$ cat src/rtl/ula_ctrl_seq.sv
// ---------------------------------------------------------------------------
// ula_ctrl_seq
// Registered ALU control unit with a multiply/divide sequencer.
//
// Decodes ALUOp/funct into a ULA operation code plus side-band flags, one
// cycle after an instruction is accepted. It also launches multi-cycle
// MULT/MULTU/DIV/DIVU operations, tracks them with a down-counter, and
// stalls HI/LO consumers (MFHI/MFLO) and new multiply/divides while one is
// still in flight.
//
// Ports
//   clk, rst_n    clock, asynchronous active-low reset
//   valid_in      ALUOp/funct carry a decoded instruction this cycle
//   ALUOp, funct  operation class and instruction bits [5:0]
//   stall         combinational; instruction not accepted, hold it upstream
//   ALUControl    registered ULA operation code (held when nothing accepted)
//   ctrl_valid    registered; decode outputs describe an accepted instruction
//   shift_var     variable shift (SLLV/SRLV/SRAV)
//   jr            R-type JR
//   hilo_rd       01 = MFHI, 10 = MFLO, 00 otherwise
//   illegal       unknown ALUOp or R-type funct
//   md_start      one-cycle pulse, multiply/divide launched
//   md_op         00 MULT, 01 MULTU, 10 DIV, 11 DIVU; held until next launch
//   md_busy       multiply/divide in progress
//   md_done       one-cycle pulse, HI/LO valid
// ---------------------------------------------------------------------------
module ula_ctrl_seq #(
   parameter int ALUOP_W   = 4,
   parameter int FUNCT_W   = 6,
   parameter int CTRL_W    = 4,
   parameter int MD_CYCLES = 32
) (
   input  logic               clk,
   input  logic               rst_n,
   input  logic               valid_in,
   input  logic [ALUOP_W-1:0] ALUOp,
   input  logic [FUNCT_W-1:0] funct,
   output logic               stall,
   output logic [CTRL_W-1:0]  ALUControl,
   output logic               ctrl_valid,
   output logic               shift_var,
   output logic               jr,
   output logic [1:0]         hilo_rd,
   output logic               illegal,
   output logic               md_start,
   output logic [1:0]         md_op,
   output logic               md_busy,
   output logic               md_done
);

   localparam int CNT_W = $clog2(MD_CYCLES + 1);

   localparam logic [CTRL_W-1:0] ULA_ADD  = CTRL_W'(0);
   localparam logic [CTRL_W-1:0] ULA_SUB  = CTRL_W'(1);
   localparam logic [CTRL_W-1:0] ULA_AND  = CTRL_W'(2);
   localparam logic [CTRL_W-1:0] ULA_OR   = CTRL_W'(3);
   localparam logic [CTRL_W-1:0] ULA_XOR  = CTRL_W'(4);
   localparam logic [CTRL_W-1:0] ULA_NOR  = CTRL_W'(5);
   localparam logic [CTRL_W-1:0] ULA_SLT  = CTRL_W'(6);
   localparam logic [CTRL_W-1:0] ULA_SLTU = CTRL_W'(7);
   localparam logic [CTRL_W-1:0] ULA_SLL  = CTRL_W'(8);
   localparam logic [CTRL_W-1:0] ULA_SRL  = CTRL_W'(9);
   localparam logic [CTRL_W-1:0] ULA_SRA  = CTRL_W'(10);
   localparam logic [CTRL_W-1:0] ULA_LUI  = CTRL_W'(11);

   typedef enum logic [1:0] {IDLE, BUSY, DONE} state_t;

   state_t           state_q, state_d;
   logic [CNT_W-1:0] count_q, count_d;

   logic [5:0]        fn;
   logic              rtype;
   logic              hilo_hazard;
   logic              accept;
   logic [CTRL_W-1:0] dec_ctrl;
   logic              dec_shift_var;
   logic              dec_jr;
   logic [1:0]        dec_hilo;
   logic              dec_illegal;
   logic              dec_md;

   assign fn    = funct[5:0];
   assign rtype = (ALUOp == '0);

   // ---------------------------------------------------------------------
   // Decode
   // ---------------------------------------------------------------------
   // NOTE: every signal written here gets a default first, so no path
   // leaves it unassigned and no latch is inferred.
   always_comb begin
      dec_ctrl      = ULA_ADD;
      dec_shift_var = 1'b0;
      dec_jr        = 1'b0;
      dec_hilo      = 2'b00;
      dec_illegal   = 1'b0;
      dec_md        = 1'b0;
      if (rtype) begin
         case (fn)
            6'h20: dec_ctrl = ULA_ADD;
            6'h22: dec_ctrl = ULA_SUB;
            6'h24: dec_ctrl = ULA_AND;
            6'h25: dec_ctrl = ULA_OR;
            6'h26: dec_ctrl = ULA_XOR;
            6'h27: dec_ctrl = ULA_NOR;
            6'h2A: dec_ctrl = ULA_SLT;
            6'h2B: dec_ctrl = ULA_SLTU;
            6'h00: dec_ctrl = ULA_SLL;
            6'h04: begin dec_ctrl = ULA_SLL; dec_shift_var = 1'b1; end
            6'h02: dec_ctrl = ULA_SRL;
            6'h06: begin dec_ctrl = ULA_SRL; dec_shift_var = 1'b1; end
            6'h03: dec_ctrl = ULA_SRA;
            6'h07: begin dec_ctrl = ULA_SRA; dec_shift_var = 1'b1; end
            6'h08: dec_jr   = 1'b1;
            6'h10: dec_hilo = 2'b01;
            6'h12: dec_hilo = 2'b10;
            6'h18, 6'h19, 6'h1A, 6'h1B: dec_md = 1'b1;
            default: dec_illegal = 1'b1;
         endcase
      end else begin
         case (ALUOp)
            ALUOP_W'(1), ALUOP_W'(10), ALUOP_W'(11),
            ALUOP_W'(12), ALUOP_W'(13):   dec_ctrl = ULA_ADD;
            ALUOP_W'(2):                  dec_ctrl = ULA_AND;
            ALUOP_W'(3):                  dec_ctrl = ULA_OR;
            ALUOP_W'(4):                  dec_ctrl = ULA_XOR;
            ALUOP_W'(5), ALUOP_W'(6):     dec_ctrl = ULA_SUB;
            ALUOP_W'(7):                  dec_ctrl = ULA_SLT;
            ALUOP_W'(8):                  dec_ctrl = ULA_SLTU;
            ALUOP_W'(9):                  dec_ctrl = ULA_LUI;
            default:                      dec_illegal = 1'b1;
         endcase
      end
   end

   // Anything that reads HI/LO or would relaunch the unit must wait while
   // an operation is in flight; everything else flows through.
   assign hilo_hazard = rtype & ((fn == 6'h10) | (fn == 6'h12) | (fn[5:2] == 4'b0110));
   assign stall       = valid_in & (state_q == BUSY) & hilo_hazard;
   assign accept      = valid_in & ~stall;

   // ---------------------------------------------------------------------
   // Sequencer FSM: state register
   // ---------------------------------------------------------------------
   // NOTE: sequential state uses non-blocking assignments so every register
   // samples pre-edge values regardless of block ordering.
   always_ff @(posedge clk or negedge rst_n) begin
      if (!rst_n) begin
         state_q <= IDLE;
         count_q <= '0;
      end else begin
         state_q <= state_d;
         count_q <= count_d;
      end
   end

   // Sequencer FSM: next state
   always_comb begin
      state_d = state_q;
      count_d = count_q;
      case (state_q)
         IDLE, DONE: begin
            if (accept && dec_md) begin
               state_d = BUSY;
               count_d = CNT_W'(MD_CYCLES - 1);
            end else begin
               state_d = IDLE;
            end
         end
         BUSY: begin
            // count is MD_CYCLES-1 on entry, so BUSY lasts MD_CYCLES cycles.
            if (count_q == '0) state_d = DONE;
            else               count_d = count_q - CNT_W'(1);
         end
         default: state_d = IDLE;
      endcase
   end

   // Sequencer FSM: outputs
   always_comb begin
      md_busy = (state_q == BUSY);
      md_done = (state_q == DONE);
   end

   // ---------------------------------------------------------------------
   // Registered decode outputs
   // ---------------------------------------------------------------------
   always_ff @(posedge clk or negedge rst_n) begin
      if (!rst_n) begin
         ALUControl <= ULA_ADD;
         ctrl_valid <= 1'b0;
         shift_var  <= 1'b0;
         jr         <= 1'b0;
         hilo_rd    <= 2'b00;
         illegal    <= 1'b0;
         md_start   <= 1'b0;
         md_op      <= 2'b00;
      end else begin
         // Flags describe only the instruction accepted on this edge; the
         // operation code is sticky so the ULA keeps a stable selection.
         ctrl_valid <= accept;
         shift_var  <= accept & dec_shift_var;
         jr         <= accept & dec_jr;
         hilo_rd    <= accept ? dec_hilo : 2'b00;
         illegal    <= accept & dec_illegal;
         md_start   <= accept & dec_md;
         if (accept)          ALUControl <= dec_ctrl;
         if (accept && dec_md) md_op     <= fn[1:0];
      end
   end

endmodule

$ cat config.mk
export PLATFORM = sky130hd
export DESIGN_NAME = ula_ctrl_seq
export DESIGN_NICKNAME = d
export VERILOG_FILES = /design/src/rtl/ula_ctrl_seq.sv
export SDC_FILE = /design/constraint.sdc
export NUM_CORES = 1
export LEC_CHECK = 0
export ABC_AREA = 1
export CORE_MARGIN = 2
export CORE_UTILIZATION = 50
export CTS_CLUSTER_DIAMETER = 80
export DETAILED_ROUTE_END_ITERATION = 10
export PLACE_DENSITY = 0.9
export SETUP_SLACK_MARGIN = 0.15
export SYNTH_ARGS = -nofsm -noshare
export SYNTH_HDL_FRONTEND = slang
export SYNTH_SLANG_ARGS = --single-unit
$ cat constraint.sdc
create_clock -name clk -period 1.7 [get_ports clk]
set_clock_uncertainty 0.15 [all_clocks]
set_input_delay 0.34 -clock clk [delete_from_list [all_inputs] [get_ports clk]]
set_output_delay 0.34 -clock clk [all_outputs]
set_load 0.1 [all_outputs]
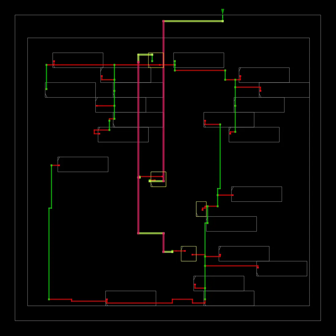
*Clock wiring as the flow saved it*
number of sinks on the clock net: 21
clk latency late pin: 0.33 ns
count of clock-net buffers in the final layout: 3
sequential cell count: 21
clock network power consumption: 0.268 mW

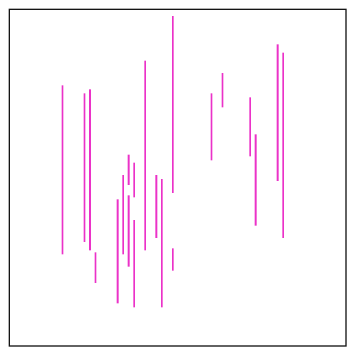
*The metal 4 layer*
Drawn at 6 px/um.
- nets with wire on the layer: 20
- wire length on this layer: 339 um
vias after detailed routing: 1,673
total detailed-routing wirelength: 5160 um

==> impl_results.html <==
<h3>Flow metrics</h3>
<table>
<tr><th>Metric</th><th>Value</th></tr>
<tr><th colspan="2">Worst setup path</th></tr>
<tr><td>Critical path class</td><td>register to primary output</td></tr>
<tr><td>Kind of launch point of the worst setup path</td><td>register</td></tr>
<tr><td>Top fanout value on the critical path</td><td>2</td></tr>
<tr><td>Crit. End Element</td><td>primary output</td></tr>
<tr><td>Register-to-register path setup slack</td><td>0.05 ns</td></tr>
<tr><th colspan="2">Clock tree</th></tr>
<tr><td>CTS tree</td><td>built</td></tr>
<tr><td>Number of buffers between clock root and the deepest sink</td><td>2</td></tr>
<tr><td>Root Buffer</td><td>clkbuf_4</td></tr>
<tr><td>H-tree levels</td><td>1</td></tr>
<tr><th colspan="2">Synthesis</th></tr>
<tr><td>Register share after synthesis</td><td>39.1%</td></tr>
<tr><td>Post-synthesis cell type with the largest combined area</td><td>dfrtp_1</td></tr>
<tr><td>Area share of the leading cell type in the synthesized netlist</td><td>39.1%</td></tr>
<tr><td>Synthesized net count</td><td>195</td></tr>
<tr><th colspan="2">Finish</th></tr>
<tr><td>Highest-count logic cell in the final layout</td><td>buf_4</td></tr>
<tr><td>Proportion of layout cells with a drive suffix above 1</td><td>50.6%</td></tr>
<tr><td>Fill count</td><td>96</td></tr>
<tr><td>Non-Filler Cell Area, Final</td><td>2290 um2</td></tr>
<tr><th colspan="2">Run</th></tr>
<tr><td>Total tool warning count</td><td>30</td></tr>
<tr><td>Maximum Capacitance Violations</td><td>0</td></tr>
<tr><th colspan="2">Routing</th></tr>
<tr><td>Post-route ant nets</td><td>0</td></tr>
<tr><td>Via density per instance</td><td>5.95</td></tr>
<tr><td>Routed wirelength normalized by instance count</td><td>18.4 um</td></tr>
<tr><td>Drt first-iter violations</td><td>117</td></tr>
<tr><th colspan="2">Status</th></tr>
<tr><td>Failing checks</td><td>setup timing</td></tr>
<tr><td>Run status</td><td>finished with violations</td></tr>
<tr><th colspan="2">Timing</th></tr>
<tr><td>Post-route worst setup slack</td><td>-0.143 ns</td></tr>
<tr><td>Hold Worst Slack</td><td>0.193 ns</td></tr>
<tr><td>Achievable frequency</td><td>543 MHz</td></tr>
<tr><td>Final tally of setup violations</td><td>2</td></tr>
<tr><th colspan="2">Placed design</th></tr>
<tr><td>DPL Wire Length</td><td>2620 um</td></tr>
<tr><td>Post-placement setup slack</td><td>-0.518 ns</td></tr>
<tr><th colspan="2">Floorplan</th></tr>
<tr><td>Area of the placeable core</td><td>2520 um2</td></tr>
<tr><th colspan="2">Power and ir drop</th></tr>
<tr><td>Max VDD drop</td><td>785 uV</td></tr>
</table>
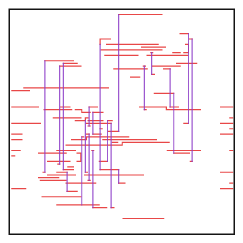
*Metal layers overlaid*
Drawn at 4 px/um. Two of the layers only.
- metal 4: purple (wire length 339 um)
- metal 3: red (wire length 438 um)

## power breakdown
part           switching [mW]  total (mW)  internal [mW]
registers              0.0383       0.568          0.529
logic                   0.322       0.501          0.180
clock network           0.179       0.268         0.0886
total                   0.539        1.34          0.797
## registers in the layout, indices dropped and copies added, names as in the netlist
name / cells
ALUControl: 4
jr: 1
state_q: 2
md_op: 2
shift_var: 1
count_q: 6
hilo_rd: 2
ctrl_valid: 1
md_start: 1
illegal: 1
## final cells by class
type,instances,area (um2),area share (%)
Clock buffer,3,22.5,0.982
Clock inverter,1,5.00,0.218
Inverter,25,115,5.02
Multi-Input combinational cell,132,856,37.3
Sequential cell,21,526,22.9
Tap cell,30,37.5,1.64
Timing Repair Buffer,69,732,31.9
## cell usage after synthesis (all sizes together)
master / count
buf: 2
nand4: 2
nor2: 24
ha: 2
o21a: 1
nand3b: 2
nor3: 3
o211ai: 1
o21ai: 10
dfrtp: 21
nand2: 56
a21oi: 6
nand3: 21
xor2: 1
inv: 25
o22ai: 3
## cells by family after synthesis
| family | share of synthesized area (%) |
|---|---|
| AND-OR/OR-AND | 9.02 |
| buffers and inverters | 9.40 |
| XOR/XNOR | 0.651 |
| flip-flops | 39.1 |
| AND/OR/NAND/NOR | 40.0 |
| adder cells (fa/ha/maj) | 1.86 |
## critical path, stage by stage, from the launching register on
cell and delay [ns]:
dfrtp_1 0.39, inv_2 0.08, nand2_4 0.06, nor3_4 0.16
nand2_4 0.11, inv_12 0.07, buf_12 0.16
## per-layer routing
| metal | GRT usage (%) | vias up | part of all wire, % |
|---|---|---|---|
| li1 | - | 719 | - |
| met1 | 35.7 | 777 | 38 |
| met2 | 48.5 | 134 | 47 |
| met3 | 3.49 | 43 | 8.5 |
| met4 | 13.6 | 0 | 6.6 |
| met5 | 0 | - | 0 |
Power figures rest on the tool's default switching activity, not on a simulated workload.
